==> src/rtl/gray_pkg.sv <==
// Shared pieces for the Gray counter and the binary-to-Gray converter stage.
//   DEF_WIDTH  : default counter width
//   MAX_W      : widest value the helper functions accept; callers zero-extend
//   bin2gray   : binary -> Gray
//   gray2bin   : Gray -> binary
//   onehot_chk : 1 when exactly one bit is set
package gray_pkg;
  localparam int DEF_WIDTH = 3;
  localparam int MAX_W     = 32;

  function automatic logic [MAX_W-1:0] bin2gray(input logic [MAX_W-1:0] b);
    return b ^ (b >> 1);
  endfunction

  // Prefix XOR from the MSB down.
  function automatic logic [MAX_W-1:0] gray2bin(input logic [MAX_W-1:0] g);
    logic [MAX_W-1:0] b;
    b[MAX_W-1] = g[MAX_W-1];
    for (int i = MAX_W-2; i >= 0; i--) b[i] = b[i+1] ^ g[i];
    return b;
  endfunction

  function automatic logic onehot_chk(input logic [MAX_W-1:0] x);
    return ($countones(x) == 1);
  endfunction
endpackage

==> src/rtl/gray_counter_if.sv <==
// Control/data bundle of the Gray counter.
//   en, up_dn, load, load_val : controls from the driver (master)
//   bin_out, gray_out, term   : registered counter outputs (slave)
//   chk_err, chk_inj          : sticky step error and a debug hook that corrupts
//                               the Gray value seen by the checker; both exist only
//                               when GRAY_CNT_CHK_EN is defined.
interface gray_counter_if
  import gray_pkg::*;
#(
  parameter int WIDTH = DEF_WIDTH
);
  logic             en;
  logic             up_dn;
  logic             load;
  logic [WIDTH-1:0] load_val;
  logic [WIDTH-1:0] bin_out;
  logic [WIDTH-1:0] gray_out;
  logic             term;
`ifdef GRAY_CNT_CHK_EN
  logic             chk_err;
  logic             chk_inj;

  modport master (output en, up_dn, load, load_val, chk_inj,
                  input  bin_out, gray_out, term, chk_err);
  modport slave  (input  en, up_dn, load, load_val, chk_inj,
                  output bin_out, gray_out, term, chk_err);
`else
  modport master (output en, up_dn, load, load_val,
                  input  bin_out, gray_out, term);
  modport slave  (input  en, up_dn, load, load_val,
                  output bin_out, gray_out, term);
`endif
endinterface

==> src/rtl/gray_counter_step_chk.sv <==
// gray_step_chk: flags any counting step whose Gray value changes by other than
// exactly one bit. The error is sticky until synchronous reset.
//   clk, rst_n : clock, synchronous active-low reset
//   step_i     : a real counting step happens on this edge
//   prev_i     : Gray value currently held
//   next_i     : Gray value about to be registered
//   err_o      : sticky error
module gray_step_chk
  import gray_pkg::*;
#(
  parameter int WIDTH = DEF_WIDTH
) (
  input  logic             clk,
  input  logic             rst_n,
  input  logic             step_i,
  input  logic [WIDTH-1:0] prev_i,
  input  logic [WIDTH-1:0] next_i,
  output logic             err_o
);
  logic err_q, err_d;

  always_comb begin
    err_d = err_q;
    if (step_i && !onehot_chk(MAX_W'(prev_i ^ next_i))) err_d = 1'b1;
  end

  always_ff @(posedge clk) begin
    if (!rst_n) err_q <= 1'b0;
    else        err_q <= err_d;
  end

  assign err_o = err_q;
endmodule

==> src/rtl/gray_counter.sv <==
// gray_counter: registered up/down binary counter with a coherent Gray image.
//   clk, rst_n : clock, synchronous active-low reset
//   bus        : gray_counter_if slave (en, up_dn, load, load_val -> bin_out,
//                gray_out, term [, chk_err])
// Parameters: WIDTH (>=2), WRAP_MODE (1 wrap at the ends, 0 saturate).
// Optional: define GRAY_CNT_CHK_EN to add the Gray single-step checker and chk_err.
// Priority per edge: reset > load > en > hold.
module gray_counter
  import gray_pkg::*;
#(
  parameter int WIDTH     = DEF_WIDTH,
  parameter bit WRAP_MODE = 1'b1
) (
  input  logic           clk,
  input  logic           rst_n,
  gray_counter_if.slave  bus
);
  localparam logic [WIDTH-1:0] MAX = {WIDTH{1'b1}};

  logic [WIDTH-1:0] bin_q, bin_d;
  logic [WIDTH-1:0] gray_q, gray_d;
  logic             term_q, term_d;
  logic             at_term;
  logic             step;

  assign at_term = bus.up_dn ? (bin_q == MAX) : (bin_q == '0);

  always_comb begin
    bin_d  = bin_q;
    gray_d = gray_q;
    term_d = 1'b0;
    step   = 1'b0;
    if (bus.load) begin
      bin_d  = bus.load_val;
      gray_d = WIDTH'(bin2gray(MAX_W'(bus.load_val)));
    end else if (bus.en) begin
      term_d = at_term;
      // Saturating mode holds at the end; term still pulses.
      if (WRAP_MODE || !at_term) begin
        bin_d  = bus.up_dn ? bin_q + WIDTH'(1) : bin_q - WIDTH'(1);
        // Gray comes from the new value so both outputs move together.
        gray_d = WIDTH'(bin2gray(MAX_W'(bin_d)));
        step   = 1'b1;
      end
    end
  end

  always_ff @(posedge clk) begin
    if (!rst_n) begin
      bin_q  <= '0;
      gray_q <= '0;
      term_q <= 1'b0;
    end else begin
      bin_q  <= bin_d;
      gray_q <= gray_d;
      term_q <= term_d;
    end
  end

  assign bus.bin_out  = bin_q;
  assign bus.gray_out = gray_q;
  assign bus.term     = term_q;

`ifdef GRAY_CNT_CHK_EN
  // chk_inj flips bit 0 of what the checker sees, never the counter itself.
  gray_step_chk #(.WIDTH(WIDTH)) u_chk (
    .clk    (clk),
    .rst_n  (rst_n),
    .step_i (step),
    .prev_i (gray_q),
    .next_i (gray_d ^ WIDTH'(bus.chk_inj)),
    .err_o  (bus.chk_err)
  );
`else
  logic unused_step;
  assign unused_step = step;
`endif
endmodule

==> src/flat_wrapper.sv <==
// flat-port wrapper written by rule: the top's interface ports become plain ports
module gray_counter_flat import gray_pkg::*;
#(
  parameter int WIDTH     = DEF_WIDTH,
  parameter bit WRAP_MODE = 1'b1
)
  (clk, rst_n, bus_en, bus_up_dn, bus_load, bus_load_val, bus_bin_out, bus_gray_out, bus_term);
  gray_counter_if #(.WIDTH(WIDTH)) bus_i ();
  input  logic clk;
  input  logic rst_n;
  input wire logic [$bits(bus_i.en)-1:0] bus_en;
  input wire logic [$bits(bus_i.up_dn)-1:0] bus_up_dn;
  input wire logic [$bits(bus_i.load)-1:0] bus_load;
  input wire logic [$bits(bus_i.load_val)-1:0] bus_load_val;
  output wire logic [$bits(bus_i.bin_out)-1:0] bus_bin_out;
  output wire logic [$bits(bus_i.gray_out)-1:0] bus_gray_out;
  output wire logic [$bits(bus_i.term)-1:0] bus_term;
  assign bus_i.en = bus_en;
  assign bus_i.up_dn = bus_up_dn;
  assign bus_i.load = bus_load;
  assign bus_i.load_val = bus_load_val;
  assign bus_bin_out = bus_i.bin_out;
  assign bus_gray_out = bus_i.gray_out;
  assign bus_term = bus_i.term;
  gray_counter #(.WIDTH(WIDTH), .WRAP_MODE(WRAP_MODE)) u_core (.clk(clk), .rst_n(rst_n), .bus(bus_i));
endmodule
==> config.mk <==
export PLATFORM = sky130hd
export DESIGN_NAME = gray_counter_flat
export DESIGN_NICKNAME = d
export VERILOG_FILES = /design/src/rtl/gray_pkg.sv /design/src/rtl/gray_counter_if.sv /design/src/rtl/gray_counter_step_chk.sv /design/src/rtl/gray_counter.sv /design/src/flat_wrapper.sv
export SDC_FILE = /design/constraint.sdc
export NUM_CORES = 1
export LEC_CHECK = 0
export CAP_MARGIN = 25
export CORE_AREA = 4 4 41 43
export CTS_BUF_LIST = sky130_fd_sc_hd__clkbuf_8 sky130_fd_sc_hd__clkbuf_16
export DETAILED_ROUTE_END_ITERATION = 8
export DIE_AREA = 0 0 45 47
export PLACE_DENSITY = 0.61
export SLEW_MARGIN = 5
export SYNTH_ARGS = -nofsm -noshare
export SYNTH_HDL_FRONTEND = slang
export SYNTH_SLANG_ARGS = --single-unit
==> constraint.sdc <==
create_clock -name clk -period 4 [get_ports clk]
set_clock_uncertainty 0.05 [all_clocks]
set_input_delay 0.8 -clock clk [delete_from_list [all_inputs] [get_ports clk]]
set_output_delay 0.8 -clock clk [all_outputs]
set_load 0.01 [all_outputs]
**Run 1: met1 routing**

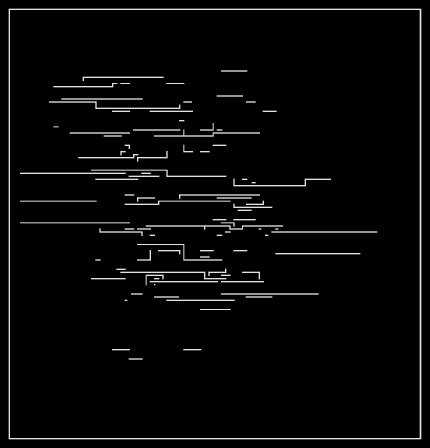
The layer holds 48% of the routed length. The wires run mostly horizontal.
DRT Wirelength: 724 um
global routing met1 resource utilization: 0.0943

**Run 1: metal 2**

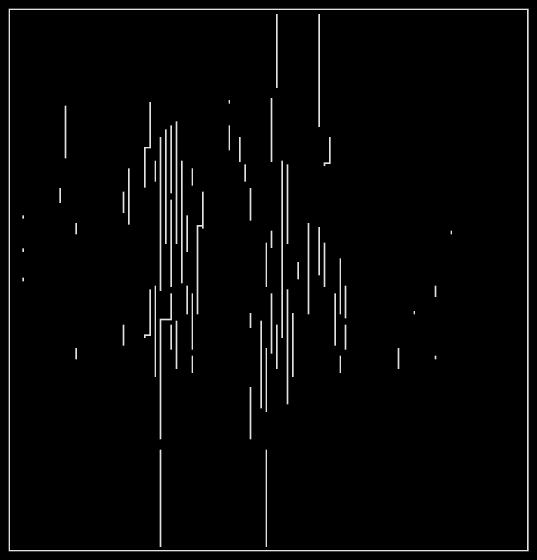
The wires run mostly vertical. The longest straight run is 15.3 um. The layer carries 294 um of wire. The layer holds 40% of the routed length.
vias: 313
Global Route met2 Usage: 0.133

**Run 1: the metal 3 layer**

The bar under the picture is 10 um long.
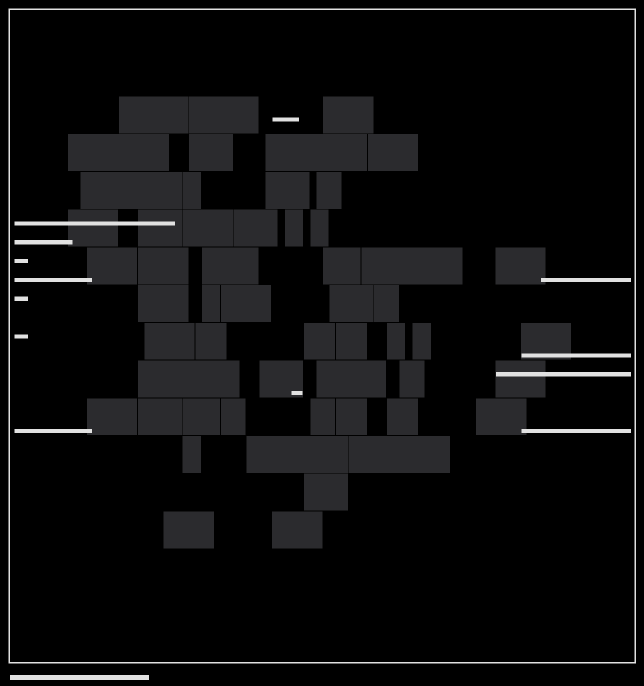
The layer holds 8.4% of the routed length. The wires run mostly horizontal. The layer carries 60.5 um of wire. The longest straight run is 11.3 um. 12 nets have wire on it.
global routing met3 resource utilization: 0.0345

**Run 1: track usage over the die**

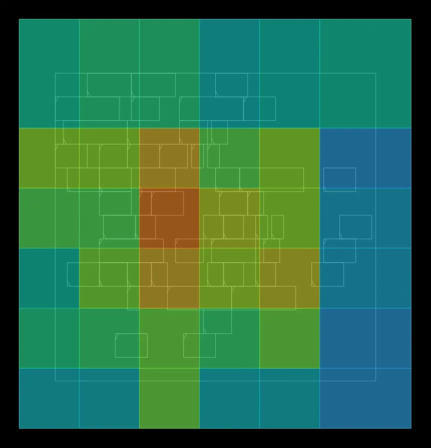
GR Util All Layers: 0.0864
Core Util, Final: 0.414
average detailed-routed wire length per instance: 10.5 um

-- run 1: worst min-delay path, stage by stage (launching register included) --
cell      delay (ns)
dfxtp_1         0.30
a21oi_1         0.11
a221oi_1        0.08
-- run 1: metal layers --
metal,global-route usage,share of wire,up-vias
met3,0.0345,0.083,2
met1,0.0943,0.48,132
met2,0.133,0.40,13
met4,0.0702,0.026,0
met5,0,0,-
li1,-,-,166
-- run 1: flip-flops by register name, summed over array words and instances (netlist names) --
register,flops
u_core.bus.bin_out,2
u_core.bus.term,1
u_core.bus.gray_out,3
-- run 1: power groups by stage --
stage                      logic, W  clock network, W  registers [W]
final                     0.0000587         0.0000901      0.0000717
after global placement    0.0000585                 0      0.0000725
after detailed placement  0.0000588                 0      0.0000726
after CTS                 0.0000599         0.0000921      0.0000717
after global routing      0.0000650         0.0000962      0.0000728
after floorplan           0.0000332                 0      0.0000743
-- run 1: cell usage in the layout (no fill, tap or decap) --
cell type	Yosys	routed
inv_1	3	3
a221oi_1	1	1
dfxtp_1	6	6
a21oi_1	3	3
nor2_1	2	2
mux2i_1	2	2
o22ai_1	1	1
xor2_1	3	3
nor3b_1	1	1
mux2_2	1	1
o21ai_0	2	2
inv_2	1	1
clkdlybuf4s50_1	0	14
or4_1	1	1
xnor2_1	4	4
clkbuf_8	0	3
nand2_1	1	1
fa_1	1	1
nand4_1	1	1
a31oi_1	1	1
or3_1	2	2
-- run 1: cells by family (layout without fill, tap and decap cells) --
kind of cell    Yosys count  count (layout)
simple gates              8               8
mux                       3               3
flops                     6               6
compound gates            8               8
xor+xnor                  7               7
buf+inv                   6              21
fa+ha+maj                 1               1
-- run 1: cells in the mapped netlist (all sizes together) --
| master | count |
|---|---|
| a21oi | 3 |
| a221oi | 1 |
| a31oi | 1 |
| buf | 2 |
| dfxtp | 6 |
| fa | 1 |
| inv | 4 |
| mux2 | 1 |
| mux2i | 2 |
| nand2 | 1 |
| nand4 | 1 |
| nor2 | 2 |
| nor3b | 1 |
| o21ai | 2 |
| o22ai | 1 |
| or3 | 2 |
| or4 | 1 |
| xnor2 | 4 |
| xor2 | 3 |
-- run 1: path summary, 6_finish.rpt --
check                                                         start                                  end
worst max-delay path                                      bus_up_dn  u_core.bus.gray_out[2]$_SDFFE_PN0P_
worst min-delay path            u_core.bus.gray_out[0]$_SDFFE_PN0P_  u_core.bus.gray_out[0]$_SDFFE_PN0P_
worst max register to register   u_core.bus.bin_out[0]$_SDFFE_PN0P_  u_core.bus.gray_out[2]$_SDFFE_PN0P_
worst min register to register  u_core.bus.gray_out[0]$_SDFFE_PN0P_  u_core.bus.gray_out[0]$_SDFFE_PN0P_
-- run 1: area by class of cell --
| cell class | count | area (sq um) | share of cell area |
|---|---|---|---|
| Multi-Input combinational cell | 27 | 204 | 0.378 |
| Timing Repair Buffer | 14 | 140 | 0.260 |
| Sequential cell | 6 | 120 | 0.223 |
| Clock buffer | 3 | 41.3 | 0.0766 |
| Tap cell | 15 | 18.8 | 0.0348 |
| Inverter | 4 | 15.0 | 0.0278 |
==> impl_metrics.yaml, run 1 <==
# implementation run metrics
layout:
  post_layout_nonfiller_instances: 69
  layout-area-overhead-vs-synth_pct: 53.4
  net_count_of_the_finished_layout: 65
  fillCellCount: 146
  design_area_sq_um: 539
  drive_above_1_share: 0.0926
  antenna-diode-count: 0
min_path:
  hp-class: "register to register"
  hold-path-cell-count: 2
floorplanning:
  floorplan.io_pins: 15
  floorplan.die_area_sq_um: 2120
  fp-row-count: 13
  floorplan.initialDensity: 0.270
  coreArea_sq_um: 1300
worst_setup_path:
  critical_path_required_ns: 4.10
  crit_path_start_kind: "input pin"
  timing.reg2reg.worst_path_depth: 4
  reg2reg_slack_ns: 2.41
  critical_path.slowest_cell: "clkdlybuf4s50_1"
  slowest_delay_ns: 0.52
  worst-path-stages: 6
  crit_path_max_fanout: 4
  critical_path.cell_chain: "clkdlybuf4s50_1, inv_1, fa_1, xor2_1, or3_1, a31oi_1"
  timing.critical_path.arrival_ns: 2.41
  worstPathBufferInverterCount: 2
sta:
  max_freq_mhz: 433
  rsz0062_at_grt: "no"
  timing.final.max_slew_violations: 0
  worst_hold_slack_ns: 0.503
  tns_ns: 0
  pin_slew_with_the_least_headroom_to_its_limit_ns: 0.299
  final_period_minus_worst_setup_slack_ns: 2.31
synthesis:
  mappedNetlistNets: 48
  synthTopLogicFamily: "XOR/XNOR gates"
  synth.cellmix.compoundShare: 0.132
  syn-mean-instance-area_sq_um: 9.02
  ys_top_cells_by_area: "dfxtp_1 (34%), xnor2_1 (10%), xor2_1 (7.5%)"
  netlist_area_sq_um: 352
  post_synth_mux_area_share: 0.0890
  post_synth_xor_area_fraction: 0.174
  synth_simple_gate_area_share: 0.128
  netlist.area_leader.share: 0.342
  ys_area_sq_um: 352
grt:
  vias_in_the_first_global_route: 319
  grt_overflow_total: 0
  grt_max_degree: 9
status:
  status: "finished, final reports clean"
cts:
  numCtsBuffers: 3
  tritoncts: "yes"
  cts_num_sinks: 6
  ctsHtreeMaxLevel: 1
  cts-resized-gates: 0
  cts_post_setup_buffers_inserted: 0
  clk_root_buffer_cell: "clkbuf_8"
  path_clk_slew_ns: 0.04
  worstSkewPairLatency_ns: 0.22
pwr:
  p_seq_frac: 0.325
  cellPowerDensity_nw_per_um2: 409
  power.net_switching_w: 0.0000551
  power.share.clock: 0.409
  internal-power_w: 0.000165
place:
  gp_routability_congestion: 0.686
  place.port_buffers: 14
  pre_cts_ws_ns: 1.45
  placed_cell_area_sq_um: 498
detailed_routing:
  routed_antenna_nets: 0
  post-route-drc-count: 0
  viasPerCell: 4.54
flow_run:
  count_of_warning_messages_emitted_by_the_tools: 26
**Run 1: register map, names as in the netlist**

The bar under the picture is 10 um long. Other sequential cells in the stronger grey, the rest of the logic in the fainter grey.
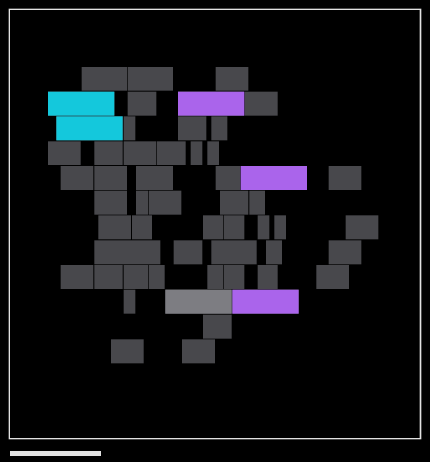

==> run 1 -> run 2 <==
--- a/config.mk
+++ b/config.mk
@@ -10,7 +10,7 @@
 export CTS_BUF_LIST = sky130_fd_sc_hd__clkbuf_8 sky130_fd_sc_hd__clkbuf_16
 export DETAILED_ROUTE_END_ITERATION = 8
 export DIE_AREA = 0 0 45 47
-export PLACE_DENSITY = 0.61
+export PLACE_DENSITY = 0.63
 export SLEW_MARGIN = 5
 export SYNTH_ARGS = -nofsm -noshare
 export SYNTH_HDL_FRONTEND = slang
==> constraint.sdc (replaced) <==
create_clock -name clk -period 1.9 [get_ports clk]
set_clock_uncertainty 0.05 [all_clocks]
set_input_delay 0.38 -clock clk [delete_from_list [all_inputs] [get_ports clk]]
set_output_delay 0.38 -clock clk [all_outputs]
set_load 0.01 [all_outputs]
**Run 2: register map, names as in the netlist**

The bar under the picture is 10 um long. Other sequential cells in the stronger grey, the rest of the logic in the fainter grey.
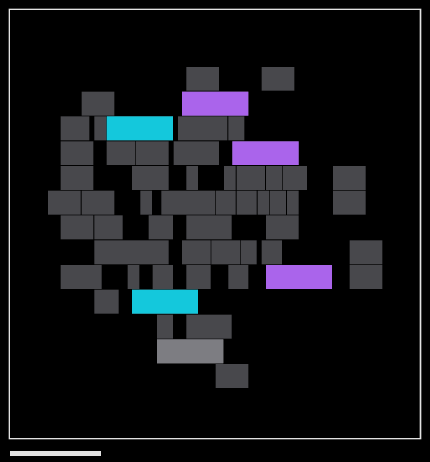
u_core.bus.gray_out: shown in purple, sequential cells 3. u_core.bus.bin_out: shown in cyan, sequential cells 2.
Another 1 sequential cells are not coloured.

==> run 2 against run 1 <==
Compared with the run above: wire length rose by 2.3%; global-route usage shrank 0.33 points; sequential share of layout area shrank 1.3 points.
==> impl_metrics.yaml, run 2 <==
# implementation run metrics
grt:
  grtUsageTotal: 0.0831
  grt_overflow_total: 0
  grt_max_degree: 9
  vias_in_the_first_global_route: 320
  antenna_violations_before_repair: 0
detailed_routing:
  vias: 337
  detailroute.wirelength.met2_um: 307
  routed_met3_length_um: 76
  viasPerCell: 4.75
  m1WireLength_um: 351
  wirelength_um: 741
  highest-signal-layer: "met4"
  drt-wirelength-per-cell_um: 10.4
  routed_antenna_nets: 0
  drt_pre_antenna_iters: 3
  post-route-drc-count: 0
synthesis:
  mappedNetlistNets: 48
  netlist_top_cells_count: "dfxtp_1 (6), xnor2_1 (4), a21oi_1 (3), inv_1 (3), xor2_1 (3)"
  netlist.area_leader.share: 0.342
  ys_top_cells_by_area: "dfxtp_1 (34%), xnor2_1 (10%), xor2_1 (7.5%)"
  netlist_area_sq_um: 352
  postSynth.asyncResetShare: 0
  synth_top_flop_cell: "dfxtp_1"
  flip_flops_with_a_built_in_enable: 0
  synth.most_common_cell: "dfxtp_1"
  ys_warn_count: 0
  post_synth_num_cell_types: 21
  ys_area_sq_um: 352
  syn-instance-count: 39
  seq_area_frac_synth: 0.342
  syn-mean-instance-area_sq_um: 9.02
layout:
  layout.cells.most_common_list: "clkdlybuf4s50_1 (13), dfxtp_1 (6)"
  logic_area_sq_um: 220
  drive_above_1_share: 0.196
  net_count_of_the_finished_layout: 67
  regArea_sq_um: 120
  fillCellCount: 134
  design_area_sq_um: 573
  mostFrequentLayoutCell: "clkdlybuf4s50_1"
  postLayoutCoreUtil: 0.440
  max_ffs_per_register: 3
  antenna-diode-count: 0
  layout-area-overhead-vs-synth_pct: 63.0
cts:
  worstSkewPairLatency_ns: 0.22
  numCtsBuffers: 3
  cts_post_setup_buffers_inserted: 0
  clk_root_buffer_cell: "clkbuf_8"
  path_clk_slew_ns: 0.04
  tritoncts: "yes"
  cts-resized-gates: 0
  cts_num_sinks: 6
  max-clock-path-buffers: 2
  ctsHtreeMaxLevel: 1
pwr:
  power.ir.vdd_worst_mv: 0.288
  total_power_w: 0.000478
  cellPowerDensity_nw_per_um2: 834
worst_setup_path:
  timing_worst_setup_path_type: "register to output pin"
  timing.critical_path.max_delay_family: "buffers and inverters"
  slowest_delay_ns: 0.60
  crit_path_max_fanout: 6
  timing.reg2reg.worst_path_depth: 4
  worstPathBufferInverterCount: 1
  critical_path.cell_chain: "clkdlybuf4s50_1"
  critical_path_required_ns: 1.47
  critical_path.slowest_cell: "clkdlybuf4s50_1"
  timing.critical_path.arrival_ns: 1.32
  crit_path_start_kind: "register"
  worst-path-stages: 1
floorplanning:
  coreArea_sq_um: 1300
  floorplan.initialDensity: 0.270
  floorplan.io_pins: 15
  floorplan.die_area_sq_um: 2120
  fp-row-count: 13
  die_h_um: 47
sta:
  pin_slew_with_the_least_headroom_to_its_limit_ns: 0.330
  max_freq_mhz: 572
  final_period_minus_worst_setup_slack_ns: 1.75
  timing.final.max_slew_violations: 0
  rsz0062_at_grt: "no"
  finalClockPeriodUsage: 0.921
  worst_hold_slack_ns: 0.509
  setup_viol_count_final: 0
place:
  placed_cell_area_sq_um: 513
  place.port_buffers: 14
  gp_routability_congestion: 0.706
flow_run:
  count_of_warning_messages_emitted_by_the_tools: 26
  cap_violations: 0
min_path:
  hp-class: "register to register"
  hold-path-cell-count: 2
status:
  status: "finished, final reports clean"
run 2: worst paths after layout:
kind	start	end	slack, ns
worst max-delay path	u_core.bus.bin_out[0]$_SDFFE_PN0P_	bus_bin_out[0]	0.15
worst min-delay path	u_core.bus.bin_out[1]$_SDFFE_PN0P_	u_core.bus.term$_SDFF_PP0_	0.51
worst max register to register	u_core.bus.bin_out[0]$_SDFFE_PN0P_	u_core.bus.gray_out[0]$_SDFFE_PN0P_	0.24
worst min register to register	u_core.bus.bin_out[1]$_SDFFE_PN0P_	u_core.bus.term$_SDFF_PP0_	0.51
run 2: cell families after synthesis:
family                   after synthesis  synth area share
adder cells (fa/ha/maj)                1            0.0569
XOR/XNOR                               7             0.174
AND/OR/NAND/NOR                        8             0.128
AND-OR/OR-AND                          8             0.132
multiplexers                           3            0.0890
buffers and inverters                  6            0.0783
flip-flops                             6             0.342
run 2: area by class of cell:
| type | count | area share |
|---|---|---|
| Sequential cell | 6 | 0.210 |
| Clock buffer | 3 | 0.0721 |
| Tap cell | 15 | 0.0328 |
| Multi-Input combinational cell | 27 | 0.384 |
| Timing Repair Buffer | 16 | 0.275 |
| Inverter | 4 | 0.0262 |
run 2: power breakdown:
| part | total [W] | internal (W) | leakage (nW) | switching (W) |
|---|---|---|---|---|
| registers | 0.000151 | 0.000138 | 0.0497 | 0.0000131 |
| clock network | 0.000187 | 0.000136 | 0.0216 | 0.0000512 |
| logic | 0.000140 | 0.0000854 | 0.165 | 0.0000541 |
| total | 0.000478 | 0.000360 | 0.237 | 0.000118 |
run 2: metrics by stage:
stage                     setup slack [ns]  cells  setup TNS [ns]
after floorplan                      0.342     39               0
after global placement              -0.143     68          -0.458
after detailed placement            -0.153     68          -0.544
after CTS                           0.0732     71               0
after global routing                 0.102     71               0
final                                0.151     71               0
run 2: per-layer routing:
layer,vias to the layer above,GRT usage
li1,173,-
met4,0,0.0702
met3,2,0.0383
met5,-,0
met2,12,0.110
met1,150,0.101
==> run 2 -> run 3 <==
--- a/config.mk
+++ b/config.mk
@@ -10,6 +10,7 @@
 export CTS_BUF_LIST = sky130_fd_sc_hd__clkbuf_8 sky130_fd_sc_hd__clkbuf_16
 export DETAILED_ROUTE_END_ITERATION = 8
 export DIE_AREA = 0 0 45 47
+export HOLD_SLACK_MARGIN = 0.06
 export PLACE_DENSITY = 0.63
 export SLEW_MARGIN = 5
 export SYNTH_ARGS = -nofsm -noshare
**Run 3: the metal 3 layer**

The bar under the picture is 10 um long.
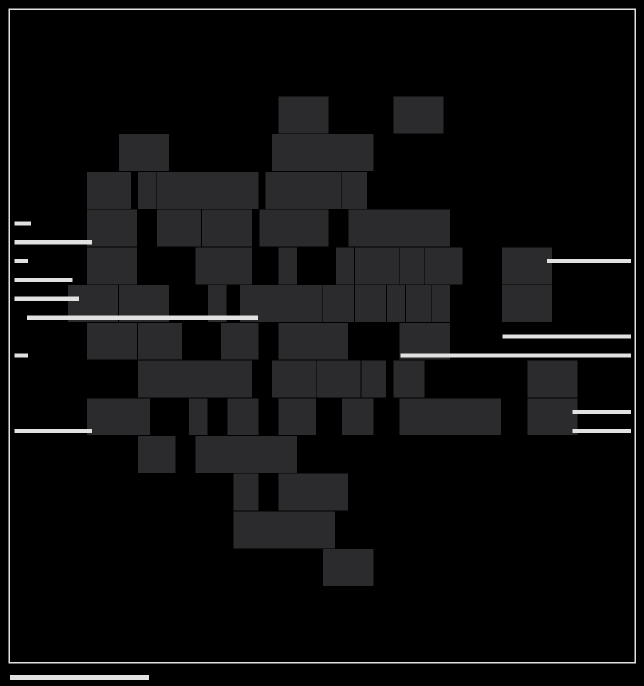
The layer carries 76.4 um of wire. The wires run mostly horizontal. The layer holds 10% of the routed length. The longest straight run is 16.3 um. 12 nets have wire on it.
global routing met3 resource utilization: 0.0383
DRT Wirelength: 741 um
vias: 337

==> run 3 against run 2 <==
Compared with the run above: first-iteration DRC count is the same; combinational power is essentially flat; clock power is essentially flat; worst hold slack is the same; largest power group unchanged; sequential share of layout area is the same; sequential power is essentially flat; highest routed layer unchanged; critical path depth is the same; via count is the same; synthesized cell count is the same; non-clock buffer count is the same; sequential cell count is the same.
==> impl_metrics.yaml, run 3 <==
# implementation run metrics
sta:
  setup_viol_count_final: 0
  pin_slew_with_the_least_headroom_to_its_limit_ns: 0.330
  final_period_minus_worst_setup_slack_ns: 1.75
  finalClockPeriodUsage: 0.921
  rsz0062_at_grt: "no"
  worst_hold_slack_ns: 0.509
  tns_ns: 0
  final.setup.worst_slack_ns: 0.151
layout:
  max_ffs_per_register: 3
  design_area_sq_um: 573
  antenna-diode-count: 0
  layout.cells.most_common_list: "clkdlybuf4s50_1 (13), dfxtp_1 (6)"
  net_count_of_the_finished_layout: 67
  layout-area-overhead-vs-synth_pct: 63.0
  drive_above_1_share: 0.196
cts:
  cts_post_setup_buffers_inserted: 0
  ctsHtreeMaxLevel: 1
  clk_root_buffer_cell: "clkbuf_8"
  path_clk_slew_ns: 0.04
  worstSkewPairLatency_ns: 0.22
  cts_num_sinks: 6
  numCtsBuffers: 3
  max-clock-path-buffers: 2
detailed_routing:
  m1WireLength_um: 351
  drt_pre_antenna_iters: 3
  post-route-drc-count: 0
  routed_met3_length_um: 76
  highest-signal-layer: "met4"
  routed_antenna_nets: 0
  viasPerCell: 4.75
  drt-wirelength-per-cell_um: 10.4
worst_setup_path:
  critical_path_required_ns: 1.47
  timing.critical_path.arrival_ns: 1.32
  slowest_delay_ns: 0.60
  critical_path.slowest_cell: "clkdlybuf4s50_1"
  crit_path_start_kind: "register"
  crit_path_max_fanout: 6
  timing.reg2reg.worst_path_depth: 4
  worst-path-stages: 1
  worstPathBufferInverterCount: 1
synthesis:
  flip_flops_with_a_built_in_enable: 0
  netlist_top_cells_count: "dfxtp_1 (6), xnor2_1 (4), a21oi_1 (3), inv_1 (3), xor2_1 (3)"
  netlist.area_leader.share: 0.342
  syn-instance-count: 39
  mappedNetlistNets: 48
  ys_top_cells_by_area: "dfxtp_1 (34%), xnor2_1 (10%), xor2_1 (7.5%)"
  post_synth_num_cell_types: 21
  ys_area_sq_um: 352
  seq_area_frac_synth: 0.342
  ys_warn_count: 0
floorplanning:
  floorplan.initialDensity: 0.270
  coreArea_sq_um: 1300
  fp-row-count: 13
pwr:
  pwr-share-comb: 0.292
  power.share.clock: 0.391
  p_seq_frac: 0.317
  power.net_switching_w: 0.000118
  cellPowerDensity_nw_per_um2: 834
place:
  pre_cts_ws_ns: -0.153
  place.port_buffers: 14
flow_run:
  cap_violations: 0
min_path:
  hp-class: "register to register"
status:
  status: "finished, final reports clean"
grt:
  grtUsageTotal: 0.0831
run 3: cell counts in the layout (fill, tap and decap cells not counted):
No cell type changed its count.
run 3: timing repair:
action	4_1_cts	5_1_grt
hold buffers	0	0
gates resized	0	5
endpoints found under the setup margin	0	1
run 3: kinds of logic (layout without fill, tap and decap cells):
kind of cell	count (synthesis)	after routing	share of synthesized area
multiplexers	3	3	0.0890
AND/OR/NAND/NOR	8	8	0.128
buffers and inverters	6	23	0.0783
flip-flops	6	6	0.342
XOR/XNOR	7	7	0.174
adder cells (fa/ha/maj)	1	1	0.0569
AND-OR/OR-AND	8	8	0.132
run 3: worst paths after layout:
kind | from | slack [ns] | end
setup reg to reg | u_core.bus.bin_out[0]$_SDFFE_PN0P_ | 0.24 | u_core.bus.gray_out[0]$_SDFFE_PN0P_
setup / recovery | u_core.bus.bin_out[0]$_SDFFE_PN0P_ | 0.15 | bus_bin_out[0]
hold reg to reg | u_core.bus.bin_out[1]$_SDFFE_PN0P_ | 0.51 | u_core.bus.term$_SDFF_PP0_
hold / removal | u_core.bus.bin_out[1]$_SDFFE_PN0P_ | 0.51 | u_core.bus.term$_SDFF_PP0_
run 3: routing by layer:
metal,track usage,up-vias
met4,0.0702,0
met5,0,-
met3,0.0383,2
li1,-,173
met1,0.101,150
met2,0.110,12
run 3: through the flow:
| stage | total power (W) | util |
|---|---|---|
| finish | 0.000478 | 0.440 |
| global route | 0.000510 | 0.440 |
| CTS | 0.000473 | 0.426 |
| detailed placement | 0.000284 | 0.394 |
| global placement | 0.000282 | 0.394 |
| floorplan | 0.000226 | - |
run 3: area by class of cell:
cell class	count	area (sq um)
Fill cell	134	728
Multi-Input combinational cell	27	220
Clock buffer	3	41.3
Sequential cell	6	120
Timing Repair Buffer	16	158
Inverter	4	15.0
Tap cell	15	18.8
run 3: power by group through the flow:
stage / sequential, W / clock (W) / combinational, W
6_report: 0.000151 / 0.000187 / 0.000140
5_1_grt: 0.000153 / 0.000202 / 0.000155
4_1_cts: 0.000151 / 0.000191 / 0.000131
3_5_place_dp: 0.000153 / 0 / 0.000131
3_3_place_gp: 0.000153 / 0 / 0.000129
2_1_floorplan: 0.000157 / 0 / 0.0000700
No activity file was given, so power comes from the tool's default toggle rates.
